==> run_1/layers.png <==
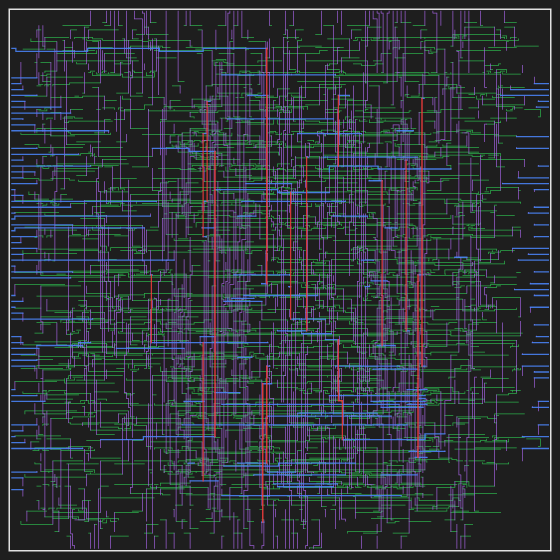
==> run_1/placed.png <==
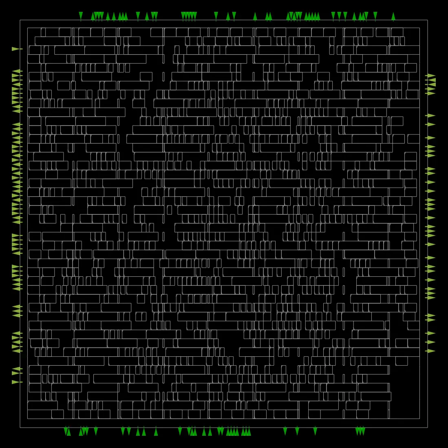
==> run_1/route_heat.png <==
The die is cut into 25 by 25 equal tiles; black is low, pale yellow is high, scaled to the fullest tile. Values are wire area over tile area, all layers added.
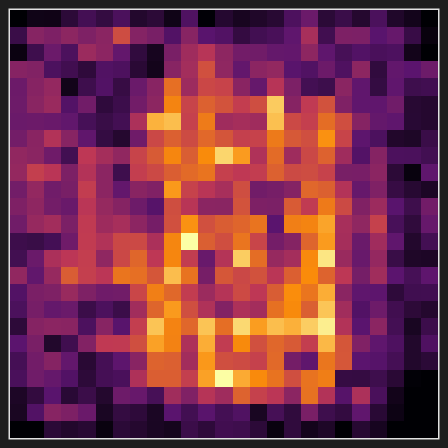
### src/rtl/instr_fetch_unit.sv
// Instruction fetch unit: PC sequencing with one-delay-slot redirects, stall hold,
// halt on a redirect to HALT_ADDR and a sticky fault on misaligned targets.
//
// state   | meaning
// --------+------------------------------------------------------------
// FIRST   | just out of reset, PC = RESET_VECTOR, nothing delivered yet
// RUN     | fetching sequentially or following redirects
// HALTED  | PC reached HALT_ADDR; fetch stopped until reset
// FAULT   | misaligned target selected; fetch stopped until reset
module instr_fetch_unit #(
  parameter logic [31:0] RESET_VECTOR = 32'hBFC00000,
  parameter logic [31:0] HALT_ADDR    = 32'h00000000
) (
  input  logic        clk,
  input  logic        reset,
  output logic [31:0] instr_address,
  input  logic [31:0] instr_readdata,
  input  logic        stall,
  input  logic        redirect_valid,
  input  logic [31:0] redirect_target,
  output logic [31:0] if_instr,
  output logic [31:0] if_pc,
  output logic        if_valid,
  output logic        active,
  output logic        fault
);

  typedef enum logic [1:0] {
    FIRST  = 2'd0,
    RUN    = 2'd1,
    HALTED = 2'd2,
    FAULT  = 2'd3
  } state_t;

  state_t      r_state;
  state_t      w_state_nxt;
  logic [31:0] r_pc;
  logic [31:0] r_if_instr;
  logic [31:0] r_if_pc;
  logic        r_if_valid;
  logic        r_fault;
  logic        r_pend_valid;
  logic [31:0] r_pend_target;

  logic [31:0] w_sel_pc;
  logic        w_is_halt;
  logic        w_misalign;
  logic        w_fetch;
  logic        w_pc_load;
  logic        w_pend_set;
  logic        w_pend_clr;
  logic        w_fault_set;
  logic        w_valid_clr;

  // A pending (stall-latched) redirect outranks a fresh one on the consuming edge.
  always_comb begin
    if (r_pend_valid) begin
      w_sel_pc = r_pend_target;
    end else if (redirect_valid) begin
      w_sel_pc = redirect_target;
    end else begin
      w_sel_pc = r_pc + 32'd4;
    end
  end

  assign w_is_halt  = (w_sel_pc == HALT_ADDR);
  assign w_misalign = (w_sel_pc[1:0] != 2'b00);

  always_ff @(posedge clk or posedge reset) begin
    if (reset) begin
      r_state <= FIRST;
    end else begin
      r_state <= w_state_nxt;
    end
  end

  always_comb begin
    w_state_nxt = r_state;
    w_fetch     = 1'b0;
    w_pc_load   = 1'b0;
    w_pend_set  = 1'b0;
    w_pend_clr  = 1'b0;
    w_fault_set = 1'b0;
    w_valid_clr = 1'b0;
    case (r_state)
      FIRST, RUN: begin
        if (stall) begin
          w_pend_set = redirect_valid;
        end else begin
          w_fetch    = 1'b1;
          w_pend_clr = 1'b1;
          if (w_is_halt) begin
            w_pc_load   = 1'b1;
            w_state_nxt = HALTED;
          end else if (w_misalign) begin
            w_fault_set = 1'b1;
            w_state_nxt = FAULT;
          end else begin
            w_pc_load   = 1'b1;
            w_state_nxt = RUN;
          end
        end
      end
      HALTED, FAULT: begin
        w_valid_clr = 1'b1;
      end
      default: begin
        w_state_nxt = FIRST;
      end
    endcase
  end

  always_ff @(posedge clk or posedge reset) begin
    if (reset) begin
      r_pc          <= RESET_VECTOR;
      r_if_instr    <= 32'd0;
      r_if_pc       <= 32'd0;
      r_if_valid    <= 1'b0;
      r_fault       <= 1'b0;
      r_pend_valid  <= 1'b0;
      r_pend_target <= 32'd0;
    end else begin
      if (w_fetch) begin
        r_if_instr <= instr_readdata;
        r_if_pc    <= r_pc;
        r_if_valid <= 1'b1;
      end else if (w_valid_clr) begin
        r_if_valid <= 1'b0;
      end
      if (w_pc_load) begin
        r_pc <= w_sel_pc;
      end
      if (w_fault_set) begin
        r_fault <= 1'b1;
      end
      // A later redirect during the same stall simply overwrites the entry.
      if (w_pend_set) begin
        r_pend_valid  <= 1'b1;
        r_pend_target <= redirect_target;
      end else if (w_pend_clr) begin
        r_pend_valid  <= 1'b0;
      end
    end
  end

  assign instr_address = r_pc;
  assign if_instr      = r_if_instr;
  assign if_pc         = r_if_pc;
  assign if_valid      = r_if_valid;
  assign fault         = r_fault;
  assign active        = (r_state == FIRST) || (r_state == RUN);

endmodule

### config.mk
export PLATFORM = sky130hd
export DESIGN_NAME = instr_fetch_unit
export DESIGN_NICKNAME = d
export VERILOG_FILES = /design/src/rtl/instr_fetch_unit.sv
export SDC_FILE = /design/constraint.sdc
export NUM_CORES = 1
export LEC_CHECK = 0
export ABC_AREA = 1
export CORE_MARGIN = 2
export CORE_UTILIZATION = 45
export DETAILED_ROUTE_END_ITERATION = 12
export GPL_TIMING_DRIVEN = 0
export PLACE_DENSITY_LB_ADDON = 0.05
export RECOVER_POWER = 50
export SYNTH_ARGS = -nofsm -noshare
export SYNTH_HDL_FRONTEND = slang
export SYNTH_SLANG_ARGS = --single-unit
### constraint.sdc
create_clock -name clk -period 4.4 [get_ports clk]
set_input_delay 0.66 -clock clk [delete_from_list [all_inputs] [get_ports clk]]
set_output_delay 0.66 -clock clk [all_outputs]
set_load 0.01 [all_outputs]
==> out/results.ini, run 1 <==
[die]
row_count=44
fp-utilization_pct=45.7
core_area_mm2=0.0144
chipWidth_um=125
ios=167

[final_timing]
slew_headroom_pct=-83.1
slew_viol_final=61
tns_ns=0
report.final.hold_viol_count=0
fmax_mhz=336
period_used_pct=67.7
final.setup.worst_slack_ns=1.42
worst_hold_slack_ns=0.454
setup_viol_count_final=0
fin_crit_ns=2.98
skew_ns=0.00627

[final_layout]
antenna_cells=0
comb_area_share_pct=30.8
utilization_pct=63.5
comb_cells=642
dominant_cells=registers
regArea_mm2=0.00331
mi_logic_area_mm2=0.00281
area_growth_pct=38.9
instances_no_fill=1269
buffers=204
nNetsFinal=1142

[worst_setup_path]
slowest_delay_ns=0.69
worstPathCellList=dlygate4sd3_1 > nor2_1 > inv_1 > nor2_1 > clkbuf_1 > nand2_1 > o21ai_0
critPathLaunch=stall
critPathLaunchType=input pin
r2r_start=r_state[1]
timing.critical_path.mode_cell=nor2_1
rr_worst_depth=6
endpoint=instr_address[13]
crit_cells=7
crit_slowest_cell=nor2_1

[synthesis]
ys_types=30
synth_flop_count=132
edf_count=0
synth_area_mm2=0.00657
synth_area_per_cell_um2=7.40
yosys_area_mm2=0.00657
yosys-top-cells-area=dfrtp_1, nand2_1, o21ai_0
synthAoiAreaFrac_pct=10.2
synth.cellmix.simpleShare_pct=31.8
ys_async_sr_fraction_pct=100
netlist_logic_family_top=simple AND/OR/NAND/NOR gates
synthXorXnorAreaFrac_pct=0.133
flop_cell=dfrtp_1
synthesis.nets=957

[cts]
clk_latency_ns=0.43
numClockSinks=132
cts_buffer_depth=2

[drt]
drc=0
firstDrtPassIters=5
wl_met1_um=8830
met2_wirelength_um=8630
top_layer_used=met4

[pwr]
swShare_pct=24.2
pwr-share-seq_pct=40.2
p_total_w=0.00323
pwr-share-comb_pct=11.6
ir_worst_vdd_v=0.000243
switchingPower_w=0.000781
power.share.clock_pct=48.3
p_per_area_mw_per_mm2=354
p_int_w=0.00245

[grt]
grt_max_degree=73
first_global_vias=6043
grt-busiest-layer=met2
use_met1_pct=36.1
grt_remaining_overflow=0
grt_util_met2_pct=38.8

[status]
status=finished with violations
violations=max-capacitance violations, max-slew violations

[min_path]
hold_path_end=if_valid
holdPathStages=1
hp-start=r_state[1]

[run]
tool_warnings=26
cap_violations=1

[place]
portBuffers=165
dp.cells=1238
gp_congestion=0.908

## Picture notes: layers.png
blue -> M3  # wire length 1500 µm
purple -> M2  # wire length 8630 µm
red -> M4  # wire length 561 µm
green -> M1  # wire length 8830 µm

## Picture notes: placed.png
Seq area share: 36.3%
# fillers: 1323

## Picture notes: route_heat.png
nearly empty tiles = 2.6%
mean over tiles = 0.21
densest ninth of the die = centre
tiles over half the peak = 29%
gr usage total: 26.0%
Avg WL per Cell: 15.4 µm
vias post-DR: 6352
final wirelength: 19500 µm

==> run 2, diff against run 1 <==
--- a/config.mk
+++ b/config.mk
@@ -7,7 +7,7 @@
 export LEC_CHECK = 0
 export ABC_AREA = 1
 export CORE_MARGIN = 2
-export CORE_UTILIZATION = 45
+export CORE_UTILIZATION = 50
 export DETAILED_ROUTE_END_ITERATION = 12
 export GPL_TIMING_DRIVEN = 0
 export PLACE_DENSITY_LB_ADDON = 0.05
==> constraint.sdc (replaced) <==
create_clock -name clk -period 2.8 [get_ports clk]
set_input_delay 0.42 -clock clk [delete_from_list [all_inputs] [get_ports clk]]
set_output_delay 0.42 -clock clk [all_outputs]
set_load 0.01 [all_outputs]
==> run 2 against run 1 <==
The flow now finishes without violations. Sequential cell count unchanged. Register-to-register slack got worse by 1.5 ns. Combinational power increased by 57%. Critical path type unchanged. Largest power group unchanged. Highest routed layer unchanged.
==> out/results.ini, run 2 <==
[final_layout]
dominant_cells=registers  ; unchanged
nNetsFinal=1144  ; was 1142
regArea_mm2=0.00331  ; unchanged
buffers=206  ; was 204
comb_cells=642  ; unchanged
fillCellCount=1139  ; was 1323
seq_share_pct=36.5  ; was 36.3%

[drt]
top_layer_used=met4  ; unchanged
met2_wirelength_um=8860  ; was 8630 µm
vias=6531  ; was 6352

[run]
cap_violations=0  ; was 1
tool_warnings=26  ; unchanged

[cts]
numClockSinks=132  ; unchanged
clk_latency_ns=0.42  ; was 0.43 ns

[worst_setup_path]
critPathLaunch=stall  ; unchanged
crit_slowest_cell=clkbuf_1  ; was nor2_1
slowest_delay_ns=0.50  ; was 0.69 ns
critPathLaunchType=input pin  ; unchanged
worstPathCellList=clkdlybuf4s50_1 > nor2_1 > inv_1 > nor2_2 > clkbuf_1 > nand2_1 > o21ai_0  ; was dlygate4sd3_1 > nor2_1 > inv_1 > nor2_1 > clkbuf_1 > nand2_1 > o21ai_0

[final_timing]
skew_ns=0.00592  ; was 0.00627 ns
slew_viol_final=0  ; was 61
worst_hold_slack_ns=0.460  ; was 0.454 ns
tns_ns=0  ; unchanged
report.final.hold_viol_count=0  ; unchanged
period_used_pct=89.2
setup_viol_count_final=0  ; unchanged
fmax_mhz=400
final.setup.worst_slack_ns=0.303  ; was 1.42 ns
slew_headroom_pct=31.5  ; was -83.1%

[pwr]
pwr-share-seq_pct=40.9  ; was 40.2%
switchingPower_w=0.00118  ; was 0.000781 W
p_int_w=0.00380  ; was 0.00245 W
p_per_area_mw_per_mm2=549  ; was 354 mW/mm²
power.share.clock_pct=47.3  ; was 48.3%
swShare_pct=23.7  ; was 24.2%
ir_worst_vdd_v=0.000375  ; was 0.000243 V

[synthesis]
ys_types=30  ; unchanged
synthXorXnorAreaFrac_pct=0.133  ; unchanged
netlist_logic_family_top=simple AND/OR/NAND/NOR gates  ; unchanged
yosys-top-cells-area=dfrtp_1, nand2_1, o21ai_0  ; unchanged
synth_flop_count=132  ; unchanged
flop_cell=dfrtp_1  ; unchanged
edf_count=0  ; unchanged
synthesis.nets=957  ; unchanged
synth.cellmix.simpleShare_pct=31.8  ; unchanged
ys_async_sr_fraction_pct=100  ; unchanged

[grt]
grt_util_met2_pct=44.4  ; was 38.8%
track_usage_pct=28.9  ; was 26.0%
use_met1_pct=38.0  ; was 36.1%
first_global_vias=6230  ; was 6043
grt_max_degree=43  ; was 73
grt_remaining_overflow=0  ; unchanged

[die]
fp-utilization_pct=51.6  ; was 45.7%
ios=167  ; unchanged
core_area_mm2=0.0127  ; was 0.0144 mm²
chipWidth_um=119  ; was 125 µm

[min_path]
hold_path_end=if_instr[5]  ; was if_valid
holdPathStages=2  ; was 1

[place]
portBuffers=165  ; unchanged
gp_congestion=0.963  ; was 0.908

[status]
status=finished clean  ; was finished with violations

==> run_2/m1.png <==
Supply wires on this layer in grey.
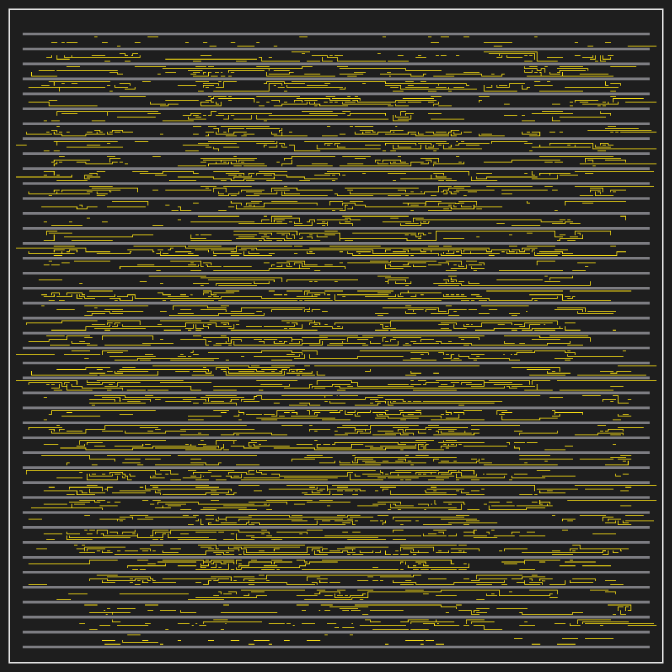
nets with wire on the layer = 1023
share of all routed wire = 42%

==> run_2/layers.png <==
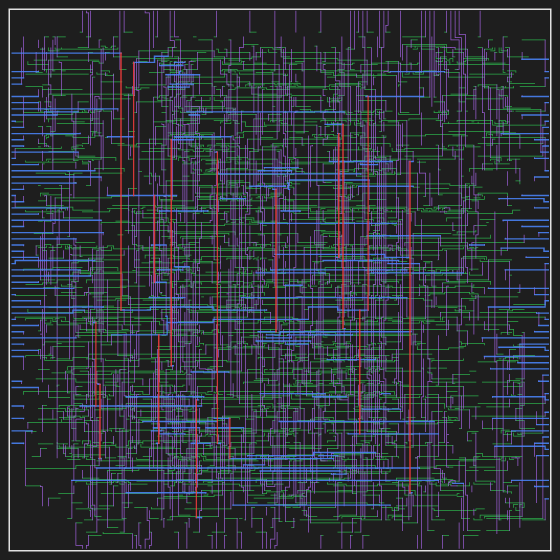
green -> M1  # wire length 8290 µm
blue -> M3  # wire length 1880 µm
purple -> M2  # wire length 8860 µm
red -> M4  # wire length 562 µm
Avg WL per Cell: 15.5 µm
final wirelength: 19600 µm

==> run 3, diff against run 2 <==
--- a/config.mk
+++ b/config.mk
@@ -6,6 +6,7 @@
 export NUM_CORES = 1
 export LEC_CHECK = 0
 export ABC_AREA = 1
+export CAP_MARGIN = 20
 export CORE_MARGIN = 2
 export CORE_UTILIZATION = 50
 export DETAILED_ROUTE_END_ITERATION = 12
==> run 3 against run 2 <==
Power rose by 1.2%. Clock skew up 0.0017 ns. Critical path depth did not move. Largest cell class unchanged.
==> out/results.ini, run 3 <==
[die]
chipWidth_um=119  ; unchanged
core_area_mm2=0.0127  ; unchanged
row_count=41  ; unchanged
ios=167  ; unchanged

[worst_setup_path]
crit_slowest_cell=nor2_1  ; was clkbuf_1
endpoint=instr_address[16]  ; unchanged
critPathLaunch=stall  ; unchanged
slowest_delay_ns=0.62  ; was 0.50 ns
critPathLaunchType=input pin  ; unchanged
r2r_start=r_state[1]  ; unchanged
timing.critical_path.mode_cell=nor2_1
cp_max_fo=10  ; unchanged
crit_cells=7  ; unchanged
rr_worst_depth=6  ; unchanged

[grt]
use_met1_pct=38.8  ; was 38.0%
grt-busiest-layer=met2  ; unchanged
grt_remaining_overflow=0  ; unchanged
grt_util_met2_pct=44.4  ; about the same

[synthesis]
synth_area_per_cell_um2=7.40  ; unchanged
synthXorXnorAreaFrac_pct=0.133  ; unchanged
synth.cellmix.simpleShare_pct=31.8  ; unchanged
ys_types=30  ; unchanged
yosys_area_mm2=0.00657  ; unchanged
edf_count=0  ; unchanged
synthesis.nets=957  ; unchanged
yosys-top-cells-area=dfrtp_1, nand2_1, o21ai_0  ; unchanged
synthAoiAreaFrac_pct=10.2  ; unchanged
ys_async_sr_fraction_pct=100  ; unchanged
netlist_logic_family_top=simple AND/OR/NAND/NOR gates  ; unchanged
synth_area_mm2=0.00657  ; unchanged
flop_cell=dfrtp_1  ; unchanged

[final_timing]
worst_hold_slack_ns=0.461  ; was 0.460 ns
fin_crit_ns=2.64  ; was 2.50 ns
tns_ns=0  ; unchanged
fmax_mhz=379  ; was 400 MHz
slew_viol_final=0  ; unchanged
skew_ns=0.00763  ; was 0.00592 ns
final.setup.worst_slack_ns=0.161  ; was 0.303 ns
report.final.hold_viol_count=0  ; unchanged
period_used_pct=94.2  ; was 89.2%

[final_layout]
antenna_cells=0  ; unchanged
area_growth_pct=38.5  ; was 38.3%
regArea_mm2=0.00331  ; unchanged
mi_logic_area_mm2=0.00281  ; about the same
nNetsFinal=1144  ; unchanged
buffers=206  ; unchanged
seq_share_pct=36.4  ; was 36.5%
utilization_pct=71.5  ; was 71.4%
fillCellCount=1135  ; was 1139
comb_cells=642  ; unchanged
instances_no_fill=1260  ; unchanged
dominant_cells=registers  ; unchanged
fin_area_mm2=0.00909  ; was 0.00908 mm²

[drt]
top_layer_used=met4  ; unchanged
met2_wirelength_um=8910  ; was 8860 µm
firstDrtPassIters=5  ; unchanged
wl_met1_um=8450  ; was 8290 µm
drc=0  ; unchanged

[run]
tool_warnings=26  ; unchanged

[pwr]
power.share.clock_pct=48.0  ; was 47.3%
p_total_w=0.00505  ; was 0.00499 W
pwr-share-comb_pct=11.6  ; was 11.8%
switchingPower_w=0.00118  ; about the same
pwr-share-seq_pct=40.4  ; was 40.9%
p_int_w=0.00387  ; was 0.00380 W
ir_worst_vdd_v=0.000398  ; was 0.000375 V
swShare_pct=23.3  ; was 23.7%
p_per_area_mw_per_mm2=555  ; was 549 mW/mm²

[place]
portBuffers=165  ; unchanged
gp_congestion=0.963  ; unchanged

[status]
status=finished clean  ; unchanged

[cts]
clk_latency_ns=0.42  ; about the same
numClockSinks=132  ; unchanged
numCtsBuffers=17  ; unchanged

[min_path]
hold_path_end=if_instr[12]  ; was if_instr[5]
holdPathStages=2  ; unchanged
hp-start=if_instr[12]  ; was if_instr[5]

==> run_3/m1.png <==
Supply wires on this layer in grey.
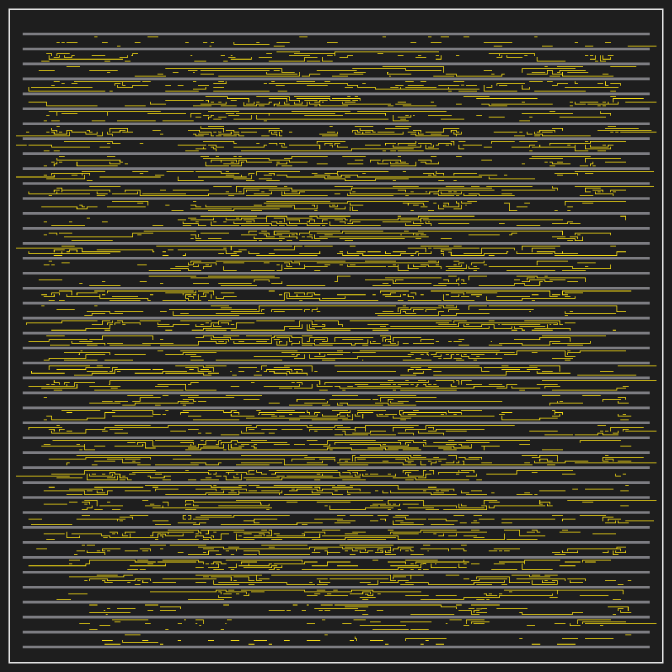
longest straight run = 38.2 µm
nets with wire on the layer = 1025
wire length on this layer = 8450 µm
main direction = horizontal
share of all routed wire = 43%

==> run_3/route_heat.png <==
The die is cut into 24 by 24 equal tiles; black is low, pale yellow is high, scaled to the fullest tile. Values are wire area over tile area, all layers added.
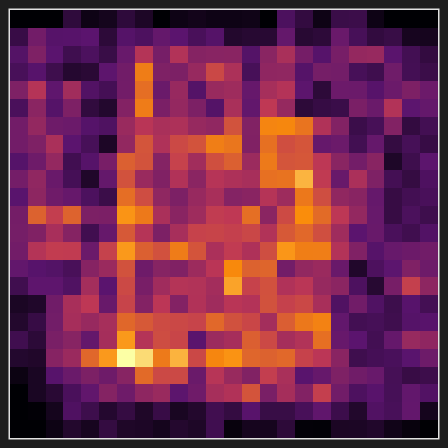
fullest tile = 0.68
tiles over half the peak = 20%
emptiest ninth of the die = north-east
densest ninth of the die = centre
mean over tiles = 0.23
Avg WL per Cell: 15.5 µm
vias post-DR: 6516
gr usage total: 28.7%

Power figures rest on the tool's default switching activity, not on a simulated workload.
